==> src/rtl/byte_word_packer.sv <==
// Packs a byte-wide valid/ready stream into LANES-wide little-endian words,
// with early flush on in_last and a per-lane keep mask.
module byte_word_packer #(
  parameter int DATA_W = 8,
  parameter int LANES  = 4
) (
  input  logic                      clk,
  input  logic                      rst,
  input  logic [DATA_W-1:0]         in_data,
  input  logic                      in_valid,
  input  logic                      in_last,
  output logic                      in_ready,
  output logic [DATA_W*LANES-1:0]   out_data,
  output logic [LANES-1:0]          out_keep,
  output logic                      out_last,
  output logic                      out_valid,
  input  logic                      out_ready
);

  localparam int CNT_W  = $clog2(LANES);
  localparam int WORD_W = DATA_W * LANES;

  logic [CNT_W-1:0]  cnt_q, cnt_d;
  logic [WORD_W-1:0] asm_q, asm_d;
  logic [LANES-1:0]  keep_q, keep_d;
  logic [WORD_W-1:0] out_data_q, out_data_d;
  logic [LANES-1:0]  out_keep_q, out_keep_d;
  logic              out_last_q, out_last_d;
  logic              out_valid_q, out_valid_d;

  logic              in_ready_s;
  logic              accept_s;
  logic              close_s;
  logic [WORD_W-1:0] merged_data_s;
  logic [LANES-1:0]  merged_keep_s;

  // The output slot frees up either when empty or when being drained this cycle.
  assign in_ready_s = !out_valid_q || out_ready;
  assign in_ready   = in_ready_s;

  // Incoming byte merged into the current assembly word at lane cnt.
  always_comb begin
    merged_data_s = '0;
    merged_keep_s = '0;
    for (int k = 0; k < LANES; k++) begin
      merged_data_s[k*DATA_W +: DATA_W] = (cnt_q == CNT_W'(k)) ? in_data
                                                               : asm_q[k*DATA_W +: DATA_W];
      merged_keep_s[k] = (cnt_q == CNT_W'(k)) ? 1'b1 : keep_q[k];
    end
  end

  // Accept/close decisions and next-state for assembly and output registers.
  always_comb begin
    accept_s    = in_valid && in_ready_s;
    close_s     = accept_s && ((cnt_q == CNT_W'(LANES-1)) || in_last);
    cnt_d       = cnt_q;
    asm_d       = asm_q;
    keep_d      = keep_q;
    out_data_d  = out_data_q;
    out_keep_d  = out_keep_q;
    out_last_d  = out_last_q;
    out_valid_d = out_valid_q;

    if (close_s) begin
      // A close on the same edge as a consume simply overwrites the old word.
      out_data_d  = merged_data_s;
      out_keep_d  = merged_keep_s;
      out_last_d  = in_last;
      out_valid_d = 1'b1;
      cnt_d       = '0;
      asm_d       = '0;
      keep_d      = '0;
    end else if (accept_s) begin
      cnt_d  = cnt_q + CNT_W'(1);
      asm_d  = merged_data_s;
      keep_d = merged_keep_s;
      if (out_valid_q && out_ready) begin
        out_valid_d = 1'b0;
      end else begin
        out_valid_d = out_valid_q;
      end
    end else if (out_valid_q && out_ready) begin
      out_valid_d = 1'b0;
    end else begin
      out_valid_d = out_valid_q;
    end
  end

  // State registers; reset discards any partial word and the pending output.
  always_ff @(posedge clk or posedge rst) begin
    if (rst) begin
      cnt_q       <= '0;
      asm_q       <= '0;
      keep_q      <= '0;
      out_data_q  <= '0;
      out_keep_q  <= '0;
      out_last_q  <= 1'b0;
      out_valid_q <= 1'b0;
    end else begin
      cnt_q       <= cnt_d;
      asm_q       <= asm_d;
      keep_q      <= keep_d;
      out_data_q  <= out_data_d;
      out_keep_q  <= out_keep_d;
      out_last_q  <= out_last_d;
      out_valid_q <= out_valid_d;
    end
  end

  assign out_data  = out_data_q;
  assign out_keep  = out_keep_q;
  assign out_last  = out_last_q;
  assign out_valid = out_valid_q;

endmodule

==> config.mk <==
export PLATFORM = sky130hd
export DESIGN_NAME = byte_word_packer
export DESIGN_NICKNAME = d
export VERILOG_FILES = /design/src/rtl/byte_word_packer.sv
export SDC_FILE = /design/constraint.sdc
export NUM_CORES = 1
export LEC_CHECK = 0
export CAP_MARGIN = 0
export CORE_ASPECT_RATIO = 1.75
export CORE_MARGIN = 2
export CORE_UTILIZATION = 50
export DETAILED_ROUTE_END_ITERATION = 8
export HOLD_SLACK_MARGIN = 0.15
export PLACE_DENSITY_LB_ADDON = 0.15
export SLEW_MARGIN = 20
export SYNTH_ARGS = -nofsm -noshare
export SYNTH_HDL_FRONTEND = slang
export SYNTH_SLANG_ARGS = --single-unit
export TNS_END_PERCENT = 1
==> constraint.sdc <==
create_clock -name clk -period 3.3 [get_ports clk]
set_clock_uncertainty 0.2 [all_clocks]
set_input_delay 0.66 -clock clk [delete_from_list [all_inputs] [get_ports clk]]
set_output_delay 0.66 -clock clk [all_outputs]
set_load 0.01 [all_outputs]
Run 1, pin map:
Pins as bars across the die edge, other pins in gray.
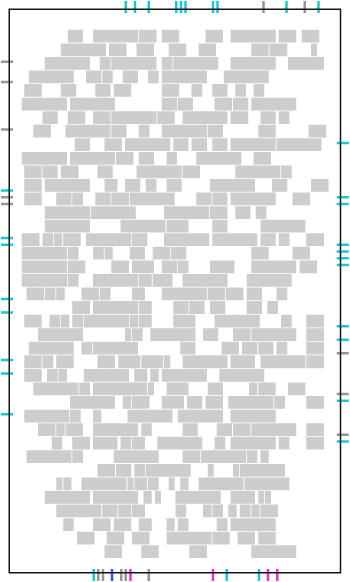
Magenta shows `out_keep`, pins 4, direction output, edge bottom. Cyan shows `out_data`, pins 32, direction output, edge 11 right, 10 top, 8 left, 3 bottom. Blue shows `in_last`, pins 1, direction input, edge bottom.
All pins by edge: 14 right, 13 left, 13 bottom, 12 top.
die height: 113 um
die width: 66.1 um
port buffer count: 51

Run 1, routing congestion map:
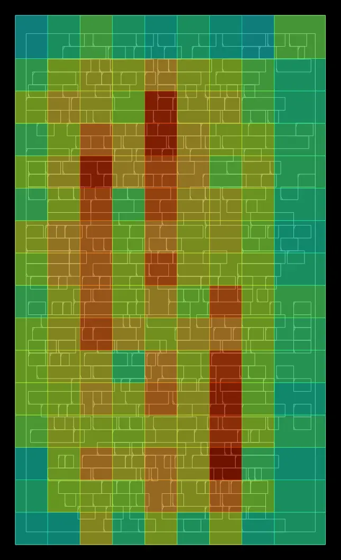
grt met2 use: 33.3%
All-Layer GR Usage: 22.2%

==> results_slide.txt, run 1 <==
Flow Results at a Glance

Outcome
  – Status: completed

Clock tree
  – Max Root-Sink Buffers: 2
  – Resize count post-CTS: 0
  – CTS H-Tree Depth: 3
  – CTS root buffer: clkbuf_16
  – Post-CTS Setup Inserts: 0
  – CTS tree: yes

Synthesis
  – Yosys adder share: 1.48%
  – Compound Share, Synth: 22.6%
  – # Cells Yosys: 276
  – Mean Syn Cell Area: 12.2 um^2
  – Floorplan net count: 293
  – Ys flop type: dfrtp_1
  – Yosys simple share: 5.04%
  – Netlist cell types: 26
  – Mapped Area: 3380 um^2
  – Ys async rst share: 100%
  – Gate Count Post-Synth: 276
  – Number of enable flip-flop cells: 0
  – Synth mux share: 9.79%
  – Flops after synth: 76
  – Yosys stat area: 3380 um^2

Global routing
  – First-pass GRT wire length: 12300 um
  – Vias in the first global route: 2352
  – Grt ovf: 0
  – Initial antenna violation count: 0

Worst setup path
  – Most used cell, CP: clkdlybuf4s50_1
  – CP Data Arrival Time: 1.76 ns
  – Crit Path Category: in2out
  – CP cell instances: clkdlybuf4s50_1, nand2b_2, clkdlybuf4s50_1
  – Critical Path RT: 2.44 ns
  – Max FO, Critical Path: 2
  – Largest delay share family, worst path: buffers and inverters
  – CP Buf/Inv Count: 2
  – Crit path launch type: input pin

Detailed routing
  – Final wirelength: 7510 um
  – DRT Pass-1 Iters: 5
  – Routed length per instance: 18.5 um
  – Final ANT Viol Nets: 0
  – Detailed Route Iter0 Violations: 113
  – Number of remaining DRC errors: 0

Timing
  – RSZ-0062 raised after global routing: no
  – Worst slew pin tran: 0.713 ns
  – Final setup vio count: 0
  – Final Hold Vio Count: 0
  – Fin. max-slew vios: 0
  – Max-slew headroom: 52.5%
  – Final setup margin: 0.681 ns
  – Setup_tns: 0 ns

Power
  – Clk. pwr: 1.00 mW
  – Comb. pwr: 887 uW
  – Power Density: 738 nW/um^2
  – Switching share of power: 28.1%
  – Comb pwr share: 28.4%
  – LEAKAGE: 1.82 nW
  – Top Consumer: registers
  – Sw power: 879 uW
  – Pwr Total: 3.13 mW
  – Clock share of power: 32.1%
  – Flop pwr share: 39.5%

Finish
  – Diodes inserted: 0
  – Highest-count logic cell in the final layout: dfrtp_1
  – Area Overhead vs Synth: 25.6%
  – Top Layout Cells: 76 x dfrtp_1, 51 x clkdlybuf4s50_1, 38 x a31oi_1
  – Layout cells sized above 1: 15.4%

Run
  – Max cap viols: 0
  – Tool warnings: 29

Floorplan
  – Fp util: 51.6%

Placed design
  – Pre-CTS setup slack: 0.634 ns
  – Final HPWL DP: 4800 um
  – Dpl cell area: 3930 um^2
Run 1, placed cells, one color a class:
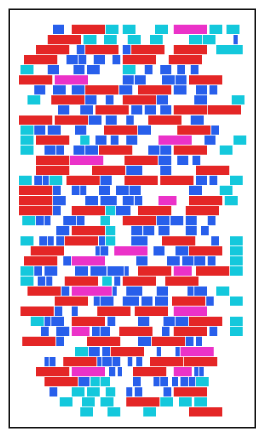
Red shows registers, cells 76, share of their area 46%. Magenta shows clock drivers and dummy loads, cells 14, share of their area 7.5%. Blue shows remaining logic cells, cells 173, share of their area 32%. Cyan shows remaining buffers and delay cells, cells 61, share of their area 14%.
post-layout util: 64.8%
num rows: 39
sequential share of cell area: 44.9%
final std cell area, no fill: 4240 um^2
area of the core: 6540 um^2

run 1: Yosys cell counts (all sizes together), types with 2 or more instances:
master  instances  share of area [%]
dfrtp          76                 56
and4            3               0.78
o211ai          3                1.1
buf            19                3.6
nand3           2               0.30
a21oi          36                7.6
inv             3               0.33
nor2            8               0.89
a22o           25                6.5
clkbuf          8               0.89
a31oi          38                7.0
ha              4                1.5
mux2i          33                9.8
and2           10                1.9
run 1: metal layers:
layer	vias up	share of wire (%)	wire [um]	track usage [%]
met4	0	2.4	182	9.93
li1	1117	-	-	-
met5	-	0	0	0
met3	14	3.9	291	5.27
met1	1221	45	3360	30.5
met2	54	49	3680	33.3
run 1: worst paths after layout:
kind / depth (start not counted) / slack (ns) / startpoint / end
worst max-delay path: 3 / 0.68 / out_ready / in_ready
worst min-delay path: 1 / 0.28 / asm_q[25]$_DFFE_PP0P_ / asm_q[25]$_DFFE_PP0P_
worst max register to register: 6 / 1.11 / cnt_q[1]$_DFFE_PP0P_ / out_data[28]$_DFFE_PP0P_
worst min register to register: 1 / 0.28 / asm_q[25]$_DFFE_PP0P_ / asm_q[25]$_DFFE_PP0P_
max in group asynchronous: 3 / 2.03 / rst / out_data[31]$_DFFE_PP0P_
min in group asynchronous: 3 / 0.50 / rst / out_data[12]$_DFFE_PP0P_
run 1: final cells by class:
| cell class | instances | area share (%) |
|---|---|---|
| clock buffer | 13 | 6.61 |
| clock inverter | 1 | 0.708 |
| inverter | 3 | 0.266 |
| multi-input combinational | 170 | 31.0 |
| sequential | 76 | 44.9 |
| tap | 82 | 2.42 |
| timing repair buffer | 61 | 14.1 |
run 1: sequential cells by signal (all words and copies together), names as in the netlist:
signal,cells
out_keep,4
asm_q,32
out_last,1
cnt_q,2
keep_q,4
out_data,32
out_valid,1
## Run 2: what changed since run 1
- clock period: 3.3 -> 2.7 ns (I/O delays scaled with it)
Run 2, metal layers overlaid:
Two of the layers only.
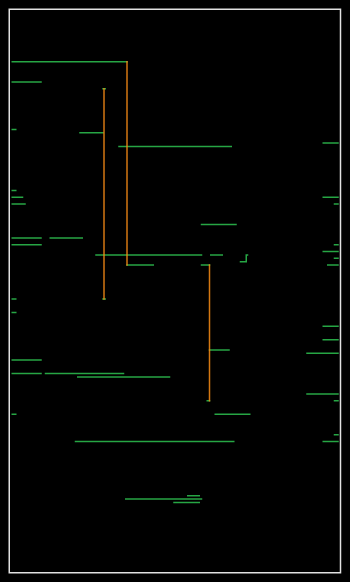
Orange shows M4, wire length 110 um. Green shows M3, wire length 269 um.
routed length per instance: 18.5 um
routed via count: 2480

==> run 2 against run 1 <==
  * Die area is the same
  * Synthesized cell count is the same
  * First-iteration DRC count grew 7.1%
  * Critical path type unchanged
  * Largest power group unchanged
==> results_slide.txt, run 2 <==
Flow Results at a Glance

Power
  – Power Density: 873 nW/um^2
  – Switching share of power: 28.7%
  – Comb pwr share: 29.7%
  – Comb. pwr: 1.11 mW
  – Sw power: 1.07 mW
  – Top Consumer: registers
  – LEAKAGE: 1.83 nW

Timing
  – Setup_tns: 0 ns
  – Final setup vio count: 0
  – Max-slew headroom: 61.5%
  – RSZ-0062 raised after global routing: no
  – Worst slew pin tran: 0.577 ns
  – Final Hold Vio Count: 0
  – Fin. max-slew vios: 0

Detailed routing
  – Top sig layer: met4
  – Final wirelength: 7610 um

Finish
  – Area Overhead vs Synth: 26.5%
  – Layout cells sized above 1: 15.8%
  – Highest-count logic cell in the final layout: dfrtp_1
  – Diodes inserted: 0
  – Top Layout Cells: 76 x dfrtp_1, 51 x clkdlybuf4s50_1, 38 x a31oi_1

Global routing
  – Grt met2 use: 35.3%
  – Met3 usage: 4.37%
  – Vias in the first global route: 2497
  – Gr busiest metal: met2
  – Met1 Track Usage GR: 30.9%

Synthesis
  – Commonest cells in the netlist: 76 x dfrtp_1, 38 x a31oi_1, 33 x mux2i_1
  – # Cells Yosys: 276
  – Compound Share, Synth: 22.6%
  – Netlist cell types: 26
  – Yosys adder share: 1.48%
  – Dominant cell by count in the synthesized netlist: dfrtp_1
  – Number of enable flip-flop cells: 0
  – Mapped Area: 3380 um^2
  – Ys async rst share: 100%
  – Synth mux share: 9.79%
  – Flops after synth: 76

Clock tree
  – Post-CTS Setup Inserts: 0
  – CTS H-Tree Depth: 3
  – Resize count post-CTS: 0

Worst setup path
  – Crit path launch type: input pin
  – CP Data Arrival Time: 1.70 ns
  – Max FO, Critical Path: 2

Outcome
  – Status: completed

Floorplan
  – Area of the core: 6540 um^2
  – Die width: 66.1 um

Placed design
  – Port buffer count: 51
Run 2, placed cells, one color a class:
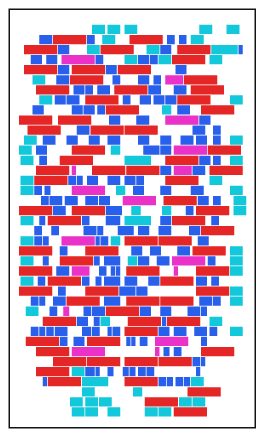
Red shows registers, cells 76, share of their area 46%. Blue shows remaining logic cells, cells 173, share of their area 32%. Cyan shows remaining buffers and delay cells, cells 64, share of their area 16%. Magenta shows clock drivers and dummy loads, cells 16, share of their area 6.8%.
sequential share of cell area: 44.5%
final std cell area, no fill: 4270 um^2
post-layout util: 65.3%

==> run 2: cell counts after synthesis <==
No cell type changed its count.
==> run 2: stage by stage <==
step                      setup WS, ns  cell area (um^2)  utilization [%]
after global routing             0.245              4270             65.3
after global placement           0.292              3990             61.0
after detailed placement         0.253              3990             61.0
after CTS                        0.247              4270             65.3
after floorplan                 0.0217              3380                -
final                            0.257              4270             65.3
==> run 2: final timing paths <==
kind                                            start                  endpoint  slack [ns]  cells after the start
worst min-delay path            asm_q[26]$_DFFE_PP0P_     asm_q[26]$_DFFE_PP0P_        0.29                      1
min in group asynchronous                         rst  out_data[13]$_DFFE_PP0P_        0.43                      3
worst max register to register   cnt_q[0]$_DFFE_PP0P_     asm_q[23]$_DFFE_PP0P_        0.45                      5
max in group asynchronous                         rst  out_data[26]$_DFFE_PP0P_        1.55                      3
worst max-delay path                        out_ready                  in_ready        0.26                      3
worst min register to register  asm_q[26]$_DFFE_PP0P_     asm_q[26]$_DFFE_PP0P_        0.29                      1
==> run 2: area by class of cell <==
type / instances / area share (%)
Tap cell: 82 / 2.40
Clock inverter: 1 / 0.117
Clock buffer: 15 / 6.50
Inverter: 3 / 0.264
Sequential cell: 76 / 44.5
Multi-Input combinational cell: 170 / 30.8
Timing Repair Buffer: 64 / 15.4
==> run 2: cells by family after synthesis <==
kind of cell             after synthesis
AND/OR/NAND/NOR                       29
multiplexers                          33
adder cells (fa/ha/maj)                4
buffers and inverters                 30
flip-flops                            76
AND-OR/OR-AND                        104
==> run 2: critical path: stages <==
cell and delay, ns:
clkdlybuf4s50_1 0.47, nand2b_2 0.15, clkdlybuf4s50_1 0.54
## Run 3: what changed since run 2
- CAP_MARGIN: 0 -> 15
- REMOVE_ABC_BUFFERS: not set -> 1
Run 3, pin map:
Pins as bars across the die edge, other pins in gray.
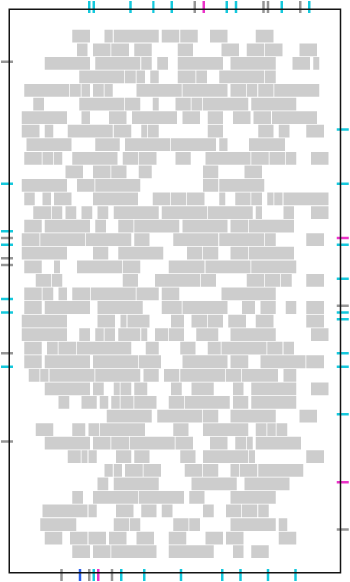

==> run 3 against run 2 <==
  * Highest routed layer unchanged
  * Via count fell by 1.5%
  * Flip-flop count did not move
  * Final area rose by 0.70%
  * Critical endpoint unchanged
  * Power rose by 4.7%
  * Final cell count did not move
  * Utilization rose by 0.46 points
==> results_slide.txt, run 3 <==
Flow Results at a Glance

Synthesis
  – # Cells Yosys: 276
  – Commonest cells in the netlist: 76 x dfrtp_1, 38 x a31oi_1, 33 x mux2i_1
  – Ys flop type: dfrtp_1
  – Ys async rst share: 100%
  – Flops after synth: 76
  – Dominant cell by count in the synthesized netlist: dfrtp_1
  – Mapped Area: 3380 um^2
  – Yosys simple share: 5.04%
  – Mean Syn Cell Area: 12.2 um^2
  – Compound Share, Synth: 22.6%
  – Gate Count Post-Synth: 276
  – Max-area cell share: 56.3%
  – Largest area contributor in the netlist: dfrtp_1
  – Netlist cell types: 26

Detailed routing
  – Detailed Route Iter0 Violations: 160
  – Final ANT Viol Nets: 0
  – Routed via count: 2444
  – DRT Pass-1 Iters: 4

Clock tree
  – Max Root-Sink Buffers: 2
  – Resize count post-CTS: 0
  – CTS root buffer: clkbuf_16

Placed design
  – Port buffer count: 51
  – Final HPWL DP: 5190 um

Global routing
  – Initial antenna violation count: 0
  – All-Layer GR Usage: 23.7%
  – Vias in the first global route: 2610

Floorplan
  – Area of the core: 6540 um^2
  – Fp util: 51.6%

Run
  – Tool warnings: 28
  – Max cap viols: 0

Worst setup path
  – R2R depth: 5
  – Crit Path Category: in2out
  – Critical Path RT: 1.96 ns
  – Crit path launch type: input pin
  – CP Data Arrival Time: 1.69 ns
  – Max FO, Critical Path: 2
  – Critical Path End: in_ready
  – Critical path origin: out_ready
  – FF-to-FF End: asm_q[29]$_DFFE_PP0P_

Power
  – LEAKAGE: 1.85 nW

Timing
  – Final setup vio count: 0
  – Max-slew headroom: 54.9%

Finish
  – Top Layout Cells: 76 x dfrtp_1, 50 x clkdlybuf4s50_1, 38 x a31oi_1
  – Area Overhead vs Synth: 27.4%
  – Diodes inserted: 0

Worst hold path
  – Hold Crit Depth: 1
  – Hold Path Sink: asm_q[31]$_DFFE_PP0P_

Outcome
  – Status: completed
Run 3, placed cells, one color a class:
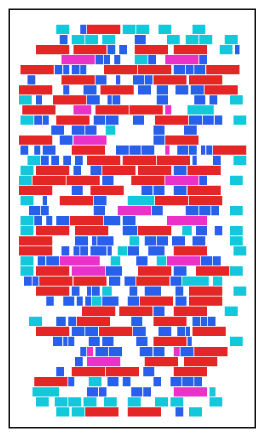
Blue shows remaining logic cells, cells 173, share of their area 32%. Cyan shows remaining buffers and delay cells, cells 64, share of their area 16%. Red shows registers, cells 76, share of their area 45%. Magenta shows clock drivers and dummy loads, cells 16, share of their area 7.6%.
final std cell area, no fill: 4300 um^2
sequential share of cell area: 44.2%
post-layout util: 65.8%

[run 3: cell counts after synthesis]
No cell type changed its count.
[run 3: per-stage QoR]
| step | worst slack [ns] | area (um^2) | util [%] | instances | hold slack (ns) |
|---|---|---|---|---|---|
| 3_5_place_dp | 0.217 | 3980 | 60.9 | 395 | 0.274 |
| 3_3_place_gp | 0.257 | 3980 | 60.9 | 395 | 0.269 |
| 4_1_cts | 0.244 | 4300 | 65.8 | 411 | 0.288 |
| 5_1_grt | 0.162 | 4300 | 65.8 | 411 | 0.310 |
| 6_report | 0.270 | 4300 | 65.8 | 411 | 0.283 |
| 2_1_floorplan | 0.0217 | 3230 | - | 249 | 0.253 |
[run 3: metal layers]
metal / part of all wire, % / wire length [um] / up-vias / GRT usage (%)
li1: - / - / 1127 / -
met1: 42 / 3320 / 1241 / 31.3
met2: 52 / 4050 / 61 / 37.5
met3: 3.6 / 282 / 15 / 5.96
met4: 2.1 / 164 / 0 / 8.71
met5: 0 / 0 / - / 0
[run 3: layout make-up]
type	instances	area share [%]
clock buffers	11	5.64
clock inverters	5	1.75
inverters	3	0.262
multi-input cells	170	30.6
flip-flops and latches	76	44.2
well taps	82	2.39
repair buffers	64	15.2
[run 3: where the power goes]
part / total, mW / internal, mW / leakage [nW] / switching [mW]
Combinational: 1.12 / 0.585 / 0.732 / 0.534
Clock: 1.28 / 0.829 / 0.159 / 0.448
Sequential: 1.51 / 1.38 / 0.958 / 0.133
Total: 3.91 / 2.79 / 1.85 / 1.11
[run 3: worst max-delay path, cell delays in order]
cell and delay [ns]:
clkdlybuf4s50_1 0.45, nand2b_2 0.16, clkdlybuf4s50_1 0.54
Power and IR drop assume default switching activity.
